--- src/rtl/decoder_ref_onehot.sv ---
// decoder_ref_onehot: combinational one-hot reference for an N-to-2^N decoder.
// Optional macro DECODER_SWEEP_DISABLE_PASS_EN adds an enable input (low = all zeros). Revision: 1.0
`default_nettype none

module decoder_ref_onehot #(
    parameter int CODE_W = 5
) (
    input  logic [CODE_W-1:0]      code_i,
`ifdef DECODER_SWEEP_DISABLE_PASS_EN
    input  logic                   en_i,
`endif
    output logic [2**CODE_W-1:0]   expected_o
);

    localparam int SEL_W = 2**CODE_W;

    logic [SEL_W-1:0] w_one;
    logic [SEL_W-1:0] w_onehot;

    assign w_one    = {{(SEL_W-1){1'b0}}, 1'b1};
    assign w_onehot = w_one << code_i;

`ifdef DECODER_SWEEP_DISABLE_PASS_EN
    assign expected_o = en_i ? w_onehot : '0;
`else
    assign expected_o = w_onehot;
`endif

endmodule

`default_nettype wire

--- config.mk ---
export PLATFORM = sky130hd
export DESIGN_NAME = decoder_ref_onehot
export DESIGN_NICKNAME = d
export VERILOG_FILES = /design/src/rtl/decoder_ref_onehot.sv
export SDC_FILE = /design/constraint.sdc
export NUM_CORES = 1
export LEC_CHECK = 0
export CAP_MARGIN = 20
export CORE_AREA = 4 4 41 43
export DETAILED_ROUTE_END_ITERATION = 8
export DIE_AREA = 0 0 45 47
export PLACE_DENSITY = 0.64
export SLEW_MARGIN = 0
export SYNTH_ARGS = -nofsm -noshare
export SYNTH_HDL_FRONTEND = slang
export SYNTH_SLANG_ARGS = --single-unit
--- constraint.sdc ---
create_clock -name vclk -period 1.3
set_input_delay 0.195 -clock vclk [all_inputs]
set_output_delay 0.195 -clock vclk [all_outputs]
set_load 0.01 [all_outputs]
Fig. 1: wiring heat map
The die is cut into 9 by 9 equal tiles; black is low, pale yellow is high, scaled to the fullest tile. Values are wire area over tile area, all layers added.
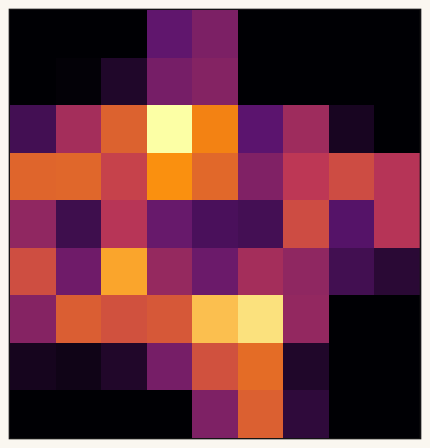
nearly empty tiles: 30%
fullest tile: 0.31
mean over tiles: 0.092

Fig. 2: cell density map
The die is cut into 9 by 9 equal tiles; black is low, pale yellow is high, 0 to 100% covered.
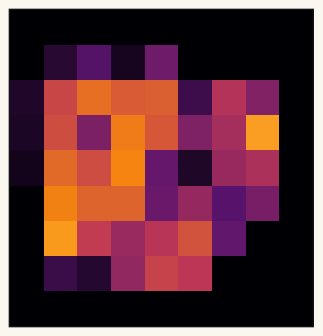
nearly empty tiles: 43%
mean over tiles: 24%
emptiest ninth of the die: bottom right
tiles over 75% full: 2.5%
fullest tile: 79%
densest ninth of the die: middle

==> flow_metrics.env <==
# yosys + openroad results
export IMPL_status="finished, final reports clean"
export IMPL_finalHoldViolations=0
export IMPL_cts_resized=127
export IMPL_grt_pass1_wl_um=1810
export IMPL_antenna_found_initial=0
export IMPL_power_frac_comb=1.000
export IMPL_cp_cell_sequence="clkdlybuf4s15_2 > or3b_4 > nor2_1 > buf_2"
export IMPL_vias=451
export IMPL_synth_chip_area_um2=214
export IMPL_io_pin_count=37
export IMPL_common_cells="nor2_1 (32), clkbuf_1 (3), nand3b_1 (3), or3b_1 (3), nand2b_1 (2)"
export IMPL_top_cell="nor2_1"
export IMPL_pre_cts_slack_ns=-0.730
export IMPL_timing_hold_ws_ns=0.825
export IMPL_rsz0062_at_grt="yes"
export IMPL_multiInputCombCellCount=44
export IMPL_seq_power_uw=0
export IMPL_synth_cell_types=9
export IMPL_top_logic_kind="simple AND/OR/NAND/NOR gates"
export IMPL_chip_area_mm2=0.00212
export IMPL_crit_type="in -> out"
export IMPL_holdPathEnd="expected_o[12]"
export IMPL_grt_use_total=0.109
export IMPL_place_area_um2=622
export IMPL_vdd_ir_drop_max_uv=98.0
export IMPL_wl_per_cell_um=12.0
export IMPL_hold_path_class="in -> out"
export IMPL_crit_fanout=5
export IMPL_n_all_buffers=41
export IMPL_endpoint="expected_o[5]"
export IMPL_path_buffers=2
export IMPL_met3_usage=0.00383
export IMPL_wl_met2_um=569
export IMPL_p_sw_frac=0.549
export IMPL_fa_ha_area_frac=0
export IMPL_p_total_uw=114
export IMPL_route_met3_wl_um=106
export IMPL_wirelength_um=1200
export IMPL_final_core_util=0.400
export IMPL_drtPass1Iterations=4
export IMPL_critPathRequiredTime_ns=1.11
export IMPL_setup_tns_ns=0
export IMPL_synthXorXnorAreaFrac=0
export IMPL_die_y_um=47
export IMPL_worst_slew_pin_slew_ns=0.201
export IMPL_flops=0
export IMPL_power_leader="combinational cells"
export IMPL_max_freq_ghz=0.797
export IMPL_comb_cell_power_uw=114
export IMPL_cp_slowest_stage_delay_ns=0.42
export IMPL_synth_area_top_cells="nor2_1 (56%), or3b_1 (12%), nand3b_1 (11%)"
export IMPL_synth_net_count=52
export IMPL_grt_use_met1=0.148
export IMPL_syn_area_per_cell_um2=4.55
export IMPL_yosys_area_top_type_share=0.561
export IMPL_grt_util_met2=0.203
export IMPL_lay_top_cells="nor2_1 (27), buf_2 (25), clkbuf_2 (6)"
export IMPL_finalCritPeriodShare=0.965
export IMPL_mux_share=0
export IMPL_largest_cell_class="multi-input combinational cells"
export IMPL_synth_seq_share=0
export IMPL_ys_cells=47
export IMPL_die_x_um=45
export IMPL_area_delta_synth_final_pct=143
export IMPL_power_switching_uw=62.7
export IMPL_hp_start="code_i[0]"
export IMPL_cts_setup_buffers=0
export IMPL_drtIter0Drc=12
export IMPL_num_nonclk_inverters=0
export IMPL_port_buffers=37
export IMPL_compound_area_frac=0
export IMPL_startpoint="code_i[4]"
export IMPL_clkCellAreaFrac=0
export IMPL_viasPerCell=4.51
export IMPL_maxCapViolCount=0
export IMPL_regArea_um2=0
export IMPL_synthesis_instances=47
export IMPL_fin_nets=92
export IMPL_p_leak_nw=0.298
export IMPL_setup_ws_ns=0.0449
export IMPL_dp_cells=100
export IMPL_p_int_uw=51.6
export IMPL_grt_start_max_net_pins=9
export IMPL_cp_slowest_cell="or3b_4"
export IMPL_critPathLaunchType="input pin"
export IMPL_path_depth=4
export IMPL_busiest_layer="met2"
export IMPL_slew_headroom=0.866
export IMPL_synth_area_leader_cell="nor2_1"
export IMPL_gp_congestion=0.680
export IMPL_holdPathStages=4
export IMPL_grt_ovfl_total=0
export IMPL_simple_gate_share=0.947
export IMPL_antenna_cells=0
export IMPL_power_density_mw_per_mm2=220
export IMPL_path_delay_family="simple AND/OR/NAND/NOR gates"
export IMPL_clock_buffers=0
export IMPL_comb_share=0.486
export IMPL_period_needed_ns=1.26
export IMPL_top_layer="met3"
export IMPL_final_max_slew_violation_count=0
export IMPL_tool_warnings=34
export IMPL_fp_utilization=0.164
export IMPL_finalInstanceArea_um2=520
export IMPL_p_clk_frac=0
export IMPL_grt_pass1_vias=379
export IMPL_drtAntennaViolNets=0
export IMPL_dp_hpwl_um=951
export IMPL_buf_share=0.478
export IMPL_syn_cell_area_um2=214
export IMPL_clk_power_uw=0
export IMPL_setup_viol=0
export IMPL_cts_hold_repair_buffers=0
export IMPL_cp_end_kind="primary output"
export IMPL_seqPwrFrac=0
export IMPL_yosysWarnings=0
export IMPL_lay_top_count="nor2_1"
export IMPL_final_cells=100
export IMPL_combGateArea_um2=253
export IMPL_wl_met1_um=526
export IMPL_drive_above_1_share=0.624
export IMPL_drc=0
export IMPL_critPathArrivalTime_ns=1.06
Fig. 3: cell placement
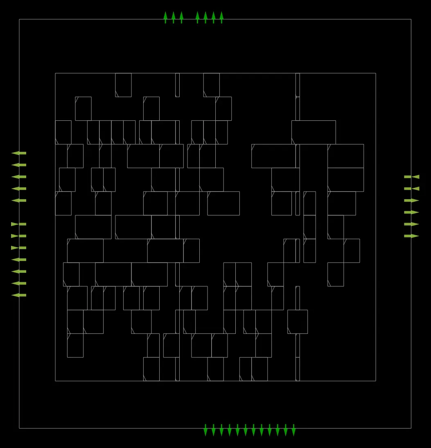
number of filler cells placed in the layout: 177
Rows: 13
flip-flop and latch share of the layout cell area: 0
CORE AREA: 0.00130 mm^2
TAP cells: 15

